Fig. 1: I/O pins on the die edge
Pins as bars across the die edge, other pins in gray.
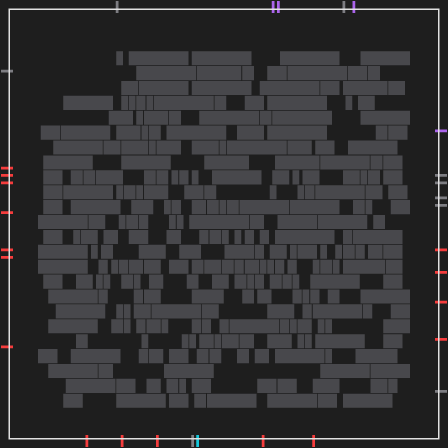
Fig. 2: placed cells, one color a class
The bar under the picture is 20 um long.
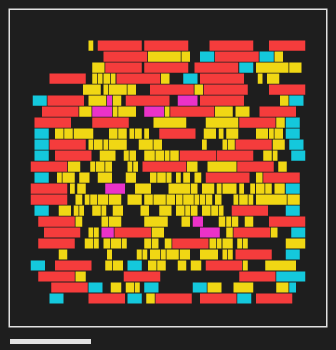
Fig. 3: clock wires, drivers and flops
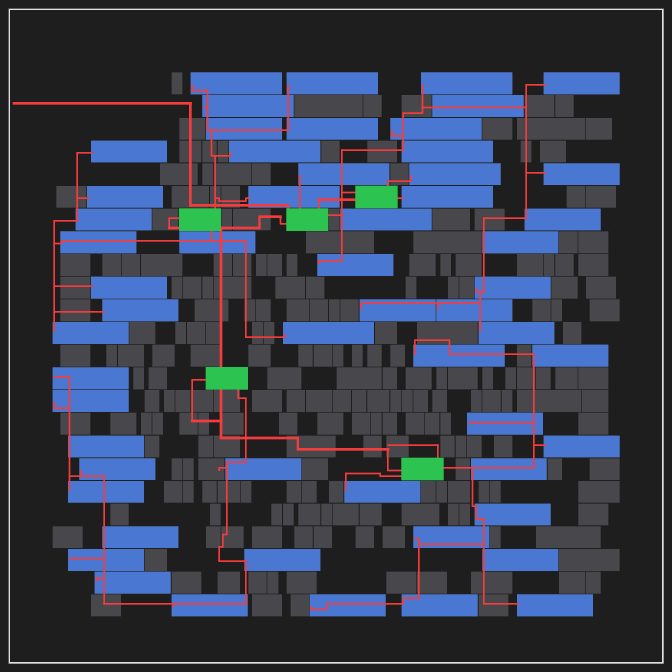
Fig. 4: clock wiring as the flow saved it
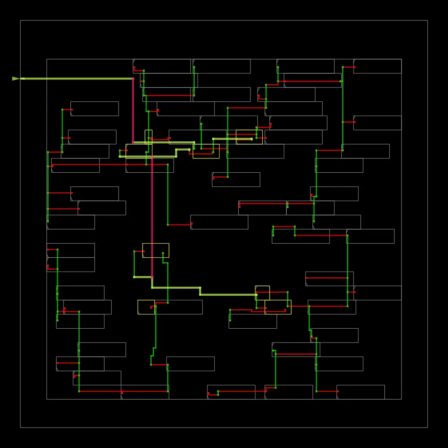
--- src/rtl/keypad_event_queue.sv ---
// keypad_event_queue: turns debounced key levels into a queue of key-press
// events. Rising edges are collected in a pending mask and pushed one per
// cycle, lowest key index first, into a show-ahead FIFO of DEPTH entries.
// A sticky overflow flag records presses that were lost because the key
// pressed again while its earlier press was still waiting.
// Optional feature macro: KEYPAD_AUTOREPEAT_EN adds typematic auto-repeat
// events for the most recently pressed key that is still held.
module keypad_event_queue #(
  parameter int DEPTH         = 4,
  parameter int REPEAT_DELAY  = 1250000,
  parameter int REPEAT_PERIOD = 250000
) (
  input  logic                     clock,
  input  logic                     reset_n,
  input  logic [15:0]              keyboard,
  output logic                     event_valid,
  input  logic                     event_ready,
  output logic [3:0]               event_code,
  output logic                     event_repeat,
  output logic [$clog2(DEPTH):0]   event_count,
  output logic                     overflow,
  input  logic                     overflow_clear
);

  localparam int PtrW = $clog2(DEPTH);
  localparam int CntW = PtrW + 1;

  logic [15:0]     prevKeys_q;
  logic [15:0]     pending_q, pending_d;
  logic [PtrW-1:0] rdPtr_q, rdPtr_d;
  logic [PtrW-1:0] wrPtr_q, wrPtr_d;
  logic [CntW-1:0] count_q, count_d;
  logic            overflow_q, overflow_d;
  logic [3:0]      codeMem_q [DEPTH];

  logic [15:0]     rise;
  logic [15:0]     candidate;
  logic [3:0]      pickIdx;
  logic [15:0]     pushMask;
  logic            pop;
  logic            pushPermitted;
  logic            pressPush;
  logic            repeatPush;
  logic            push;
  logic [3:0]      pushCode;
  logic            overflowSet;

  assign rise        = keyboard & ~prevKeys_q;
  assign candidate   = pending_q | rise;
  assign event_valid = (count_q != '0);
  assign event_count = count_q;
  assign overflow    = overflow_q;
  assign pop         = event_valid & event_ready;

  // A slot is available if the FIFO is not full, or if the head leaves this cycle.
  assign pushPermitted = (count_q < CntW'(DEPTH)) | ((count_q == CntW'(DEPTH)) & pop);
  assign pressPush     = (|candidate) & pushPermitted;
  assign push          = pressPush | repeatPush;
  assign pushMask      = pressPush ? (16'h0001 << pickIdx) : 16'h0000;

  // Lowest-index candidate wins, so scan from the top and let lower bits overwrite.
  always_comb begin
    pickIdx = 4'd0;
    for (int i = 15; i >= 0; i--) begin
      if (candidate[i]) pickIdx = 4'(i);
    end
  end

  // Pending keeps every candidate not pushed; a press that arrives again while still pending is lost.
  always_comb begin
    pending_d   = candidate & ~pushMask;
    overflowSet = |(rise & pending_q & ~pushMask);
    overflow_d  = overflow_q;
    if (overflowSet) begin
      overflow_d = 1'b1;
    end else if (overflow_clear) begin
      overflow_d = 1'b0;
    end
  end

  // FIFO pointer and occupancy bookkeeping; pointers wrap naturally at DEPTH.
  always_comb begin
    rdPtr_d = rdPtr_q;
    wrPtr_d = wrPtr_q;
    count_d = count_q;
    if (pop) rdPtr_d = rdPtr_q + PtrW'(1);
    if (push) wrPtr_d = wrPtr_q + PtrW'(1);
    case ({push, pop})
      2'b10:   count_d = count_q + CntW'(1);
      2'b01:   count_d = count_q - CntW'(1);
      default: count_d = count_q;
    endcase
  end

  // Control state, cleared asynchronously so reset drops every queued and pending event.
  always_ff @(posedge clock or negedge reset_n) begin
    if (!reset_n) begin
      prevKeys_q <= '0;
      pending_q  <= '0;
      rdPtr_q    <= '0;
      wrPtr_q    <= '0;
      count_q    <= '0;
      overflow_q <= 1'b0;
    end else begin
      prevKeys_q <= keyboard;
      pending_q  <= pending_d;
      rdPtr_q    <= rdPtr_d;
      wrPtr_q    <= wrPtr_d;
      count_q    <= count_d;
      overflow_q <= overflow_d;
    end
  end

  // FIFO payload storage; contents are only visible while occupancy is non-zero.
  always_ff @(posedge clock) begin
    if (push) codeMem_q[wrPtr_q] <= pushCode;
  end

  assign event_code = event_valid ? codeMem_q[rdPtr_q] : 4'd0;

`ifdef KEYPAD_AUTOREPEAT_EN
  localparam int TimerMax = (REPEAT_DELAY > REPEAT_PERIOD) ? REPEAT_DELAY : REPEAT_PERIOD;
  localparam int TimerW   = $clog2(TimerMax + 1);

  logic [TimerW-1:0] timer_q, timer_d;
  logic [3:0]        track_q, track_d;
  logic              active_q, active_d;
  logic              repMem_q [DEPTH];
  logic              trackHeld;
  logic              timerZero;

  assign trackHeld  = keyboard[track_q];
  assign timerZero  = (timer_q == '0);
  assign repeatPush = active_q & trackHeld & timerZero & pushPermitted & ~pressPush;
  assign pushCode   = pressPush ? pickIdx : track_q;

  // Repeat tracking: restart on every press push, stop on release, reload the timer each time it expires.
  always_comb begin
    timer_d  = timer_q;
    track_d  = track_q;
    active_d = active_q;
    if (pressPush) begin
      active_d = 1'b1;
      track_d  = pickIdx;
      timer_d  = TimerW'(REPEAT_DELAY - 1);
    end else if (active_q & ~trackHeld) begin
      active_d = 1'b0;
    end else if (active_q) begin
      if (timerZero) begin
        timer_d = TimerW'(REPEAT_PERIOD - 1);
      end else begin
        timer_d = timer_q - TimerW'(1);
      end
    end
  end

  // Repeat tracker state, idle after reset.
  always_ff @(posedge clock or negedge reset_n) begin
    if (!reset_n) begin
      timer_q  <= '0;
      track_q  <= '0;
      active_q <= 1'b0;
    end else begin
      timer_q  <= timer_d;
      track_q  <= track_d;
      active_q <= active_d;
    end
  end

  // Repeat flag travels alongside each stored key code.
  always_ff @(posedge clock) begin
    if (push) repMem_q[wrPtr_q] <= repeatPush;
  end

  assign event_repeat = event_valid ? repMem_q[rdPtr_q] : 1'b0;
`else
  // Auto-repeat is compiled out; the timing parameters only fold into a constant zero.
  localparam bit RepeatCfg = (REPEAT_DELAY > 0) || (REPEAT_PERIOD > 0);

  assign repeatPush   = 1'b0;
  assign pushCode     = pickIdx;
  assign event_repeat = RepeatCfg & 1'b0;
`endif

endmodule

--- config.mk ---
export PLATFORM = sky130hd
export DESIGN_NAME = keypad_event_queue
export DESIGN_NICKNAME = d
export VERILOG_FILES = /design/src/rtl/keypad_event_queue.sv
export SDC_FILE = /design/constraint.sdc
export NUM_CORES = 1
export LEC_CHECK = 0
export CAP_MARGIN = 30
export CORE_MARGIN = 5
export CORE_UTILIZATION = 60
export DETAILED_ROUTE_END_ITERATION = 10
export HOLD_SLACK_MARGIN = 0.15
export PLACE_DENSITY = 0.84
export SLEW_MARGIN = 5
export SYNTH_ARGS = -nofsm -noshare
export SYNTH_HDL_FRONTEND = slang
export SYNTH_SLANG_ARGS = --single-unit
export TNS_END_PERCENT = 20
--- constraint.sdc ---
create_clock -name clock -period 7.2 [get_ports clock]
set_input_delay 1.08 -clock clock [delete_from_list [all_inputs] [get_ports clock]]
set_output_delay 1.08 -clock clock [all_outputs]
set_load 0.1 [all_outputs]
==> flow_metrics.tcl <==
# yosys + openroad results
set metrics [dict create \
    outcome "finished clean" \
    max_stage_delay_ns 0.62 \
    yosys_area_sq_um 2790 \
    required_ns 7.45 \
    core-area_sq_um 4440 \
    detail_route.wl_per_cell_um 17.4 \
    yosys_cells 246 \
    holdPathEnd "event_count[2]" \
    grt_max_degree 41 \
    grt_antenna_before_repair 0 \
    cp-end-kind "flop" \
    cp-startpoint "keyboard[9]" \
    setup-tns-final_ns 0 \
    area_growth_pct 15.6 \
    crit_end "event_count[2]" \
    cts-root-buf "clkbuf_8" \
    setup_viol 0 \
    drive_gt1_frac 0.139 \
    syn_area_sq_um 2790 \
    critPathArrivalTime_ns 4.12 \
    fin_crit_sh 0.538 \
    fin_crit_ns 3.87 \
    ant_nets 0 \
    holdBufCountCts 0 \
    hold_depth 1 \
    cts.path.max_buffers 2 \
    ys_seq_frac 0.531 \
    place_area_sq_um 3110 \
    timing.hold.ws_ns 0.542 \
    fp-utilization 0.627 \
    worst_slew_pin_slew_ns 0.974 \
    max_freq_ghz 0.258 \
    rsz0062_at_grt "false" \
    r2r_cells 12 \
    cts_htree_levels 2 \
    num_rows 24 \
    gp_congestion 0.967 \
    dpl.hpwl_mm 4.44 \
    numSynthFlops 56 \
    synth_cells 246 \
    path_cells "clkdlybuf4s50_1, and2b_1, nor4_1, nand2_1, nor3_1, a21oi_1, inv_1, ha_1, inv_1, fa_1, xor2_1, nor2_1, xor2_1" \
    final_area_sq_um 3220 \
    final_layout_top_logic_cells "40 x dfrtp_1, 27 x clkdlybuf4s50_1, 23 x nor2_1" \
    tritoncts "yes" \
    cts_resized 0 \
    synth-edff-count 16 \
    final_core_util 0.725 \
    ff_type "dfrtp_1" \
    grt_usage 0.200 \
]
Notes on Fig. 1 above:
| color | port | pins | direction | edge |
|---|---|---|---|---|
| purple | `event_code` | 4 | output | 3 top, 1 right |
| red | `keyboard` | 16 | input | 7 left, 5 bottom, 4 right |
| cyan | `overflow` | 1 | output | bottom |
Die Span X: 78.2 um
PortBufs: 28
Die Ht: 78.2 um

Notes on Fig. 2 above:
| color | class | cells | share of their area |
|---|---|---|---|
| red | flops | 56 | 47% |
| cyan | other buffers and delay cells | 29 | 9.4% |
| magenta | clock drivers and dummy loads | 8 | 2.8% |
| yellow | all other logic | 187 | 41% |

Notes on Fig. 3 above:
[red] clock wires | length: 616 um
[blue] flip-flops | count: 56
[green] cells driving clock nets | count: 5
flops lie: widely spread

Notes on Fig. 4 above:
registers: 56
Worst-Skew Late Latency: 0.31 ns
clk_skew: 0.0107 ns

-- cell type report --
type                       instances  area (sq um)  area share
timing repair buffer              29           295      0.0917
multi-input combinational        176          1250       0.388
tap                               52          65.1      0.0202
clock buffer                       6          72.6      0.0225
clock inverter                     2          16.3     0.00505
inverter                          11          41.3      0.0128
sequential                        56          1480       0.460
-- layer usage --
metal	share of wire	wire length [um]	up-vias	global-route usage
li1	-	-	962	-
met1	0.45	2600	946	0.293
met2	0.46	2680	84	0.305
met3	0.075	431	11	0.0469
met4	0.012	68	0	0.0455
met5	0	0	-	0
-- flip-flops by register name, indices dropped and copies added (netlist names) --
register     cells
overflow         1
event_count      3
rdPtr_q          2
pending_q       16
codeMem_q       16
wrPtr_q          2
prevKeys_q      16
-- worst max-delay path, delay by kind of cell --
kind | cells | cell delay (ns)
buf+inv | 3 | 0.61
fa+ha+maj | 2 | 0.57
xor+xnor | 2 | 0.30
simple gates | 5 | 1.36
compound gates | 1 | 0.23
-- stage by stage --
| step | worst slack (ns) | total power [mW] |
|---|---|---|
| after floorplan | 3.42 | 0.901 |
| after global placement | 3.15 | 1.02 |
| after detailed placement | 3.04 | 1.04 |
| after CTS | 3.35 | 1.21 |
| after global routing | 3.09 | 1.27 |
| final | 3.33 | 1.21 |
-- where the power goes --
part           internal (mW)  total [mW]  switching [mW]
clock                 0.0694       0.172           0.102
combinational          0.181       0.581           0.400
sequential             0.404       0.458          0.0541
-- kinds of logic after synthesis --
logic type                 Yosys count  synth area share
DFF                                 56             0.531
other                                1           0.00135
and+or+nand+nor                    110             0.243
adders and majority gates            6            0.0296
buffers and inverters               14            0.0202
muxes                                5            0.0359
AOI/OAI and AO/OA                   48             0.119
xor gates and xnor gates             6            0.0189
No activity file was given, so power comes from the tool's default toggle rates.
